--- config.mk ---
export PLATFORM = sky130hd
export DESIGN_NAME = spy_playback_sequencer_flat
export DESIGN_NICKNAME = d
export VERILOG_FILES = /design/src/rtl/spy_playback_sequencer_if.sv /design/src/rtl/spy_playback_sequencer.sv /design/src/flat_wrapper.sv
export SDC_FILE = /design/constraint.sdc
export NUM_CORES = 1
export LEC_CHECK = 0
export CAP_MARGIN = 30
export CORE_MARGIN = 5
export CORE_UTILIZATION = 44
export CTS_CLUSTER_DIAMETER = 40
export DETAILED_ROUTE_END_ITERATION = 6
export PLACE_DENSITY = 0.77
export REMOVE_ABC_BUFFERS = 1
export SKIP_LAST_GASP = 1
export SLEW_MARGIN = 15
export SYNTH_ARGS = -nofsm -noshare
export SYNTH_HDL_FRONTEND = slang
export SYNTH_SLANG_ARGS = --single-unit
export TNS_END_PERCENT = 100
--- constraint.sdc ---
create_clock -name clock -period 3.1 [get_ports clock]
set_clock_uncertainty 0.2 [all_clocks]
set_input_delay 0.62 -clock clock [delete_from_list [all_inputs] [get_ports clock]]
set_output_delay 0.62 -clock clock [all_outputs]
set_load 0.02 [all_outputs]
--- src/rtl/spy_playback_sequencer_if.sv ---
// Bus bundle for the spy playback sequencer: spy memory read/write ports,
// external block-load write input and the playback stream toward the FIFO.
`timescale 1ns/1ps
interface spy_playback_sequencer_if #(
  parameter int DATAWIDTH = 64,
  parameter int MEMWIDTH  = 6
);
  logic                 mem_rd_en;
  logic [MEMWIDTH-1:0]  mem_rd_addr;
  logic [DATAWIDTH:0]   mem_rd_data;
  logic                 ext_wr_en;
  logic [DATAWIDTH:0]   ext_wr_data;
  logic                 mem_wr_en;
  logic [MEMWIDTH-1:0]  mem_wr_addr;
  logic [DATAWIDTH:0]   mem_wr_data;
  logic                 out_valid;
  logic [DATAWIDTH:0]   out_data;
  logic                 out_ready;

  modport master (
    output mem_rd_en, mem_rd_addr,
    input  mem_rd_data,
    input  ext_wr_en, ext_wr_data,
    output mem_wr_en, mem_wr_addr, mem_wr_data,
    output out_valid, out_data,
    input  out_ready
  );

  modport slave (
    input  mem_rd_en, mem_rd_addr,
    output mem_rd_data,
    output ext_wr_en, ext_wr_data,
    input  mem_wr_en, mem_wr_addr, mem_wr_data,
    input  out_valid, out_data,
    output out_ready
  );
endinterface

--- src/rtl/spy_playback_sequencer.sv ---
// Replays an address window of the spy memory into the downstream FIFO once,
// N times or forever, through a credit-managed skid buffer; also block-loads memory.
`timescale 1ns/1ps
module spy_playback_sequencer #(
  parameter int DATAWIDTH    = 64,
  parameter int MEMWIDTH     = 6,
  parameter int READ_LATENCY = 1,
  parameter int LOOPWIDTH    = 8
) (
  input  logic                 clock,
  input  logic                 reset,
  input  logic [1:0]           mode,
  input  logic [MEMWIDTH-1:0]  start_addr,
  input  logic [MEMWIDTH-1:0]  stop_addr,
  input  logic [LOOPWIDTH-1:0] loop_count,
  output logic                 busy,
  output logic                 done,
  output logic [LOOPWIDTH-1:0] loops_done,
  spy_playback_sequencer_if.master bus
);

  localparam int SKID_D  = READ_LATENCY + 1;
  localparam int SKID_AW = $clog2(SKID_D);
  localparam int CNT_W   = $clog2(SKID_D + 1);
  localparam int CRD_W   = $clog2(2 * SKID_D + 1);

  localparam logic [1:0] M_ONCE  = 2'd1;
  localparam logic [1:0] M_LOOP  = 2'd2;
  localparam logic [1:0] M_WRITE = 2'd3;

  typedef enum logic [2:0] {S_IDLE, S_RUN, S_DRAIN, S_DONE, S_WRITE} state_t;

  state_t                r_state;
  logic [1:0]            r_mode;
  logic [MEMWIDTH-1:0]   r_start;
  logic [MEMWIDTH-1:0]   r_stop;
  logic [LOOPWIDTH-1:0]  r_loop_cnt;
  logic [MEMWIDTH-1:0]   r_rd_ptr;
  logic [MEMWIDTH-1:0]   r_wr_ptr;
  logic [LOOPWIDTH-1:0]  r_loops;
  logic                  r_busy;
  logic                  r_done;
  logic                  r_wr_en;
  logic [MEMWIDTH-1:0]   r_wr_addr;
  logic [DATAWIDTH:0]    r_wr_data;
  logic [READ_LATENCY-1:0] r_rd_vld_p;
  logic [DATAWIDTH:0]    r_skid [SKID_D];
  logic [SKID_AW-1:0]    r_wptr;
  logic [SKID_AW-1:0]    r_rptr;
  logic [CNT_W-1:0]      r_cnt;

  logic                  w_abort;
  logic                  w_land;
  logic                  w_pop;
  logic [CRD_W-1:0]      w_inflight;
  logic [CRD_W-1:0]      w_used;
  logic                  w_issue;
  logic                  w_pass_end;
  logic [LOOPWIDTH-1:0]  w_loops_nxt;
  logic                  w_last_pass;

  function automatic logic [LOOPWIDTH-1:0] sat_inc(input logic [LOOPWIDTH-1:0] v);
    return (&v) ? v : v + LOOPWIDTH'(1);
  endfunction

  function automatic logic [CRD_W-1:0] popcnt(input logic [READ_LATENCY-1:0] v);
    logic [CRD_W-1:0] s;
    s = '0;
    for (int i = 0; i < READ_LATENCY; i++) s = s + CRD_W'(v[i]);
    return s;
  endfunction

  function automatic logic [SKID_AW-1:0] ptr_inc(input logic [SKID_AW-1:0] p);
    return (p == SKID_AW'(SKID_D - 1)) ? '0 : p + SKID_AW'(1);
  endfunction

  // A word popped this cycle frees its slot for a read issued in the same cycle,
  // which is what lets a full-rate stream run without bubbles.
  assign w_abort     = (r_state != S_IDLE) && (mode != r_mode);
  assign w_land      = r_rd_vld_p[READ_LATENCY-1];
  assign w_pop       = (r_cnt != '0) && bus.out_ready;
  assign w_inflight  = popcnt(r_rd_vld_p);
  assign w_used      = w_inflight + CRD_W'(r_cnt) - CRD_W'(w_pop);
  assign w_issue     = (r_state == S_RUN) && !w_abort && (w_used < CRD_W'(SKID_D));
  assign w_pass_end  = (r_rd_ptr == r_stop);
  assign w_loops_nxt = sat_inc(r_loops);
  assign w_last_pass = (r_mode == M_ONCE) ||
                       ((r_loop_cnt != '0) && (w_loops_nxt == r_loop_cnt));

  assign bus.mem_rd_en   = w_issue;
  assign bus.mem_rd_addr = r_rd_ptr;
  assign bus.mem_wr_en   = r_wr_en;
  assign bus.mem_wr_addr = r_wr_addr;
  assign bus.mem_wr_data = r_wr_data;
  assign bus.out_valid   = (r_cnt != '0);
  assign bus.out_data    = r_skid[r_rptr];
  assign busy            = r_busy;
  assign done            = r_done;
  assign loops_done      = r_loops;

  always_ff @(posedge clock or negedge reset) begin
    if (!reset) begin
      r_state    <= S_IDLE;
      r_mode     <= '0;
      r_start    <= '0;
      r_stop     <= '0;
      r_loop_cnt <= '0;
      r_rd_ptr   <= '0;
      r_wr_ptr   <= '0;
      r_loops    <= '0;
      r_busy     <= 1'b0;
      r_done     <= 1'b0;
      r_wr_en    <= 1'b0;
      r_wr_addr  <= '0;
      r_wr_data  <= '0;
    end else begin
      r_wr_en <= 1'b0;
      if (w_abort) begin
        r_state <= S_IDLE;
        r_busy  <= 1'b0;
        r_done  <= 1'b0;
      end else begin
        case (r_state)
          S_IDLE: begin
            if (mode == M_ONCE || mode == M_LOOP) begin
              r_mode     <= mode;
              r_start    <= start_addr;
              r_stop     <= stop_addr;
              r_loop_cnt <= loop_count;
              r_rd_ptr   <= start_addr;
              r_loops    <= '0;
              r_busy     <= 1'b1;
              r_state    <= S_RUN;
            end else if (mode == M_WRITE) begin
              r_mode   <= mode;
              r_wr_ptr <= start_addr;
              r_state  <= S_WRITE;
            end
          end
          S_RUN: begin
            if (w_issue) begin
              if (w_pass_end) begin
                r_loops <= w_loops_nxt;
                if (w_last_pass) r_state  <= S_DRAIN;
                else             r_rd_ptr <= r_start;
              end else begin
                r_rd_ptr <= r_rd_ptr + MEMWIDTH'(1);
              end
            end
          end
          S_DRAIN: begin
            if (w_inflight == '0 && r_cnt == '0) begin
              r_state <= S_DONE;
              r_busy  <= 1'b0;
              r_done  <= 1'b1;
            end
          end
          S_DONE: ;
          S_WRITE: begin
            r_wr_en <= bus.ext_wr_en;
            if (bus.ext_wr_en) begin
              r_wr_addr <= r_wr_ptr;
              r_wr_data <= bus.ext_wr_data;
              r_wr_ptr  <= r_wr_ptr + MEMWIDTH'(1);
            end
          end
          default: r_state <= S_IDLE;
        endcase
      end
    end
  end

  // Read-return tag pipeline and skid buffer; an abort drops every tag so
  // returns already on their way from memory are never captured.
  always_ff @(posedge clock or negedge reset) begin
    if (!reset) begin
      r_rd_vld_p <= '0;
      r_wptr     <= '0;
      r_rptr     <= '0;
      r_cnt      <= '0;
      for (int i = 0; i < SKID_D; i++) r_skid[i] <= '0;
    end else if (w_abort) begin
      r_rd_vld_p <= '0;
      r_wptr     <= '0;
      r_rptr     <= '0;
      r_cnt      <= '0;
    end else begin
      r_rd_vld_p[0] <= w_issue;
      for (int i = 1; i < READ_LATENCY; i++) r_rd_vld_p[i] <= r_rd_vld_p[i-1];
      if (w_land) begin
        r_skid[r_wptr] <= bus.mem_rd_data;
        r_wptr         <= ptr_inc(r_wptr);
      end
      if (w_pop) r_rptr <= ptr_inc(r_rptr);
      r_cnt <= r_cnt + CNT_W'(w_land) - CNT_W'(w_pop);
    end
  end

endmodule
--- src/flat_wrapper.sv ---
// flat-port wrapper written by rule: the top's interface ports become plain ports
module spy_playback_sequencer_flat 
#(
  parameter int DATAWIDTH    = 64,
  parameter int MEMWIDTH     = 6,
  parameter int READ_LATENCY = 1,
  parameter int LOOPWIDTH    = 8
)
  (clock, reset, mode, start_addr, stop_addr, loop_count, busy, done, loops_done, bus_mem_rd_en, bus_mem_rd_addr, bus_mem_rd_data, bus_ext_wr_en, bus_ext_wr_data, bus_mem_wr_en, bus_mem_wr_addr, bus_mem_wr_data, bus_out_valid, bus_out_data, bus_out_ready);
  spy_playback_sequencer_if #(.DATAWIDTH(DATAWIDTH), .MEMWIDTH(MEMWIDTH)) bus_i ();
  input  logic clock;
  input  logic reset;
  input  logic [1:0] mode;
  input  logic [MEMWIDTH-1:0] start_addr;
  input  logic [MEMWIDTH-1:0] stop_addr;
  input  logic [LOOPWIDTH-1:0] loop_count;
  output logic busy;
  output logic done;
  output logic [LOOPWIDTH-1:0] loops_done;
  output wire logic [$bits(bus_i.mem_rd_en)-1:0] bus_mem_rd_en;
  output wire logic [$bits(bus_i.mem_rd_addr)-1:0] bus_mem_rd_addr;
  input wire logic [$bits(bus_i.mem_rd_data)-1:0] bus_mem_rd_data;
  input wire logic [$bits(bus_i.ext_wr_en)-1:0] bus_ext_wr_en;
  input wire logic [$bits(bus_i.ext_wr_data)-1:0] bus_ext_wr_data;
  output wire logic [$bits(bus_i.mem_wr_en)-1:0] bus_mem_wr_en;
  output wire logic [$bits(bus_i.mem_wr_addr)-1:0] bus_mem_wr_addr;
  output wire logic [$bits(bus_i.mem_wr_data)-1:0] bus_mem_wr_data;
  output wire logic [$bits(bus_i.out_valid)-1:0] bus_out_valid;
  output wire logic [$bits(bus_i.out_data)-1:0] bus_out_data;
  input wire logic [$bits(bus_i.out_ready)-1:0] bus_out_ready;
  assign bus_mem_rd_en = bus_i.mem_rd_en;
  assign bus_mem_rd_addr = bus_i.mem_rd_addr;
  assign bus_i.mem_rd_data = bus_mem_rd_data;
  assign bus_i.ext_wr_en = bus_ext_wr_en;
  assign bus_i.ext_wr_data = bus_ext_wr_data;
  assign bus_mem_wr_en = bus_i.mem_wr_en;
  assign bus_mem_wr_addr = bus_i.mem_wr_addr;
  assign bus_mem_wr_data = bus_i.mem_wr_data;
  assign bus_out_valid = bus_i.out_valid;
  assign bus_out_data = bus_i.out_data;
  assign bus_i.out_ready = bus_out_ready;
  spy_playback_sequencer #(.DATAWIDTH(DATAWIDTH), .MEMWIDTH(MEMWIDTH), .READ_LATENCY(READ_LATENCY), .LOOPWIDTH(LOOPWIDTH)) u_core (.clock(clock), .reset(reset), .mode(mode), .start_addr(start_addr), .stop_addr(stop_addr), .loop_count(loop_count), .busy(busy), .done(done), .loops_done(loops_done), .bus(bus_i));
endmodule
layer_met1.png
Supply wires on this layer in grey.
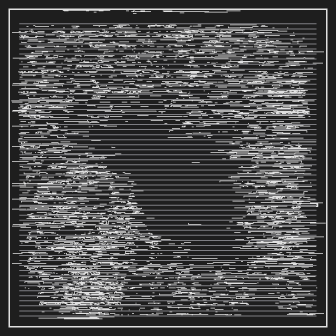
share of all routed wire: 40%
nets with wire on the layer: 1,362
main direction: horizontal
longest straight run: 42.3 um
wire length on this layer: 12,500 um
via count: 8,973
met1 Resource Use GR: 26.6%
final wirelength: 31,100 um

layer_met2.png
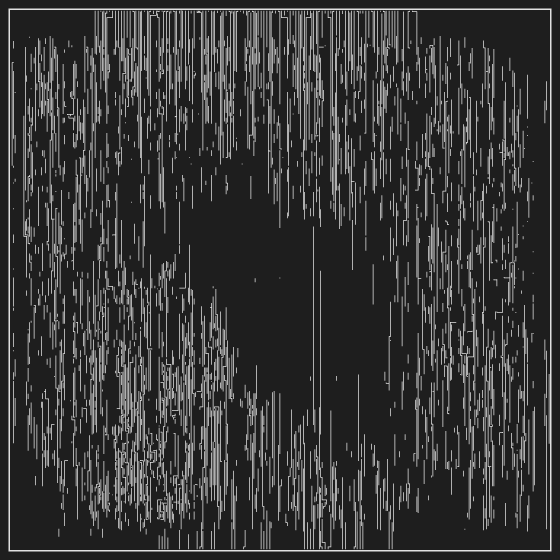
wire length on this layer: 14,900 um
longest straight run: 62.6 um
main direction: vertical
met2 Usage GRT: 34.1%

==> results.ini <==
[run_status]
outcome = finished, violations left
violations = setup timing

[synth]
ys_cells = 1021
largest_area_cell = dfrtp_1
synth_cell_types = 56
synthFlopType = dfrtp_1
top_cell_area_share_pct = 56.0
synth_cells = 1021
synth_flops = 254
postSynthSeqShare_pct = 56.0
syn_avg_cell_area_sq_um = 11.1
top_cells_by_area = dfrtp_1 56%, mux2_2 20%, nand2_1 9.6%
synthMostInstantiatedCell = nand2_1
netlist_area_sq_mm = 0.0114

[critical_path]
r2r_start = u_core.r_cnt[0]
cp_max_fo = 2
start_kind = flop
critPathSlowestCell = dfrtp_1
reg2regPathDepth = 15
r2r_end = u_core.bus.mem_rd_addr[1]
critPathRequiredTime_ns = 2.28
endpoint_kind = primary output
reg2reg_slack_ns = -0.09
crit_chain = or2_4 -> and2_4 -> ha_4 -> inv_2 -> ha_4 -> fa_2 -> xnor2_2 -> nor2_2 -> nand3_2 -> inv_2 -> buf_6
cp_top_family = adder cells
crit_arrival_ns = 2.61
slowest_delay_ns = 0.37
worstSetupPathType = reg2out

[worst_hold_path]
hold_depth = 2
hp-start = u_core.bus.mem_wr_data[27]
hold_end = u_core.bus.mem_wr_data[27]

[power_and_ir_drop]
power_density_mw_per_mm2 = 986
power.total_uw = 16300
leakagePower_uw = 0.00780
ir_worst_vdd_mv = 0.617

[die]
dieArea_sq_mm = 0.0291
initCoreUtil_pct = 44.9
io_pins = 311
coreArea_sq_mm = 0.0253

[clock_tree]
htreeDepth = 2
postCtsSetupRepairBufs = 3
cts_resized = 19
clock_path_buffers = 3
cts_buffers = 39
clkTransAtPathRegs_ns = 0.05
clock_sinks = 254
cts_tree = yes

[detailed_routing]
drt_iter0_drc = 568
viasPerCell = 5.18
wire_per_inst_um = 18.0
ant_nets = 0
post-route-drc-count = 0
firstDrtPassIters = 5

[sta]
setup_viol = 6
period_used_pct = 111
tightestPinTransition_ns = 0.647
grt_setup_unrepaired = true
setup_ws_ns = -0.331
finalCriticalPeriod_ns = 3.43

[grt]
grt_antenna_before_repair = 1
grt_pass1_wl_um = 49100
grt_pass1_vias = 9334
grt_max_degree = 79

[finish]
antennaDiodeCount = 0
area_delta_synth_final_pct = 45.9
drive_gt1_share_pct = 25.3
layout.nets = 1538

[placed_design]
port_buffers = 310
place_area_sq_mm = 0.0152

[flow_run]
drv_cap = 0
tool_warnings = 28

layer_met3.png
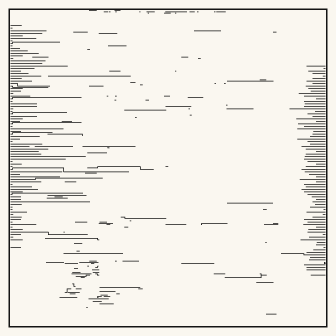
share of all routed wire: 8.7%
main direction: horizontal
longest straight run: 44.4 um
wire length on this layer: 2,710 um
GRT met3 Usage: 6.05%

through the flow:
step / worst slack, ns / utilization [%] / hold WS [ns] / instances / setup TNS (ns)
detailed placement: -0.913 / 59.8 / 0.262 / 1657 / -7.99
finish: -0.331 / 65.4 / 0.269 / 1731 / -0.612
global placement: -0.829 / 59.8 / 0.256 / 1657 / -5.96
CTS: -0.454 / 65.1 / 0.276 / 1728 / -0.516
global route: -0.426 / 65.4 / 0.294 / 1731 / -1.41
floorplan: -3.59 / - / 0.124 / 966 / -430.61
flip-flops by register name, summed over array words and instances, names as in the netlist:
| name | count |
|---|---|
| u_core.r_mode | 2 |
| u_core.bus.mem_rd_addr | 6 |
| u_core.r_rd_vld_p | 1 |
| u_core.r_start | 6 |
| u_core.r_loop_cnt | 8 |
| u_core.r_state | 3 |
| u_core.r_skid | 130 |
| u_core.r_wptr | 1 |
| u_core.r_wr_ptr | 6 |
| u_core.busy | 1 |
| u_core.r_stop | 6 |
| u_core.done | 1 |
| u_core.r_cnt | 2 |
| u_core.bus.mem_wr_en | 1 |
| u_core.r_rptr | 1 |
| u_core.bus.mem_wr_data | 65 |
| u_core.loops_done | 8 |
| u_core.bus.mem_wr_addr | 6 |
layer usage:
layer	global-route usage, %	part of all wire (%)	vias to the layer above
li1	-	-	4168
met4	6.08	3.1	2
met2	34.1	48	356
met1	26.6	40	4375
met5	0	0.035	-
met3	6.05	8.7	72
worst max-delay path by stage:
stage | startpoint | cells after the start | to
2_1_floorplan | mode[1] | 5 | u_core.r_skid[100]
3_3_place_gp | bus_out_ready | 11 | bus_mem_rd_en
3_5_place_dp | bus_out_ready | 11 | bus_mem_rd_en
4_1_cts | u_core.r_cnt[0] | 11 | bus_mem_rd_en
5_1_grt | u_core.r_cnt[0] | 11 | bus_mem_rd_en
6_report | u_core.r_cnt[0] | 11 | bus_mem_rd_en
layout by cell type, fill, tap and decap left out, types with 10 or more instances in the layout:
| cell type | count |
|---|---|
| buf_4 | 42 |
| nand2_1 | 290 |
| clkdlybuf4s50_1 | 308 |
| inv_1 | 16 |
| a21oi_1 | 30 |
| nand3_1 | 11 |
| dfrtp_1 | 253 |
| buf_12 | 10 |
| xor2_1 | 10 |
| nor2_1 | 22 |
| o21ai_0 | 21 |
| clkbuf_16 | 39 |
| mux2_2 | 199 |
power breakdown:
part / total [uW] / internal, uW / leakage (uW) / switching, uW
Combinational: 6770 / 3490 / 0.00381 / 3280
Sequential: 5400 / 4600 / 0.00335 / 800
Clock: 4170 / 2670 / 0.000630 / 1500
Total: 16300 / 10800 / 0.00780 / 5580
cells by family after synthesis:
group | count (synthesis) | share of synthesized area [%]
buffers and inverters | 74 | 2.82
multiplexers | 208 | 20.6
AND-OR/OR-AND | 86 | 4.74
flip-flops | 254 | 56.0
XOR/XNOR | 17 | 1.31
adder cells (fa/ha/maj) | 8 | 0.947
AND/OR/NAND/NOR | 374 | 13.7
area by class of cell:
type,instances,area (sq um)
Clock buffer,50,1100
Sequential cell,254,6360
Fill cell,1947,8760
Tap cell,330,413
Timing Repair Buffer,367,3670
Multi-Input combinational cell,693,4780
Clock inverter,18,170
Inverter,19,71.3
Power and IR drop assume default switching activity.
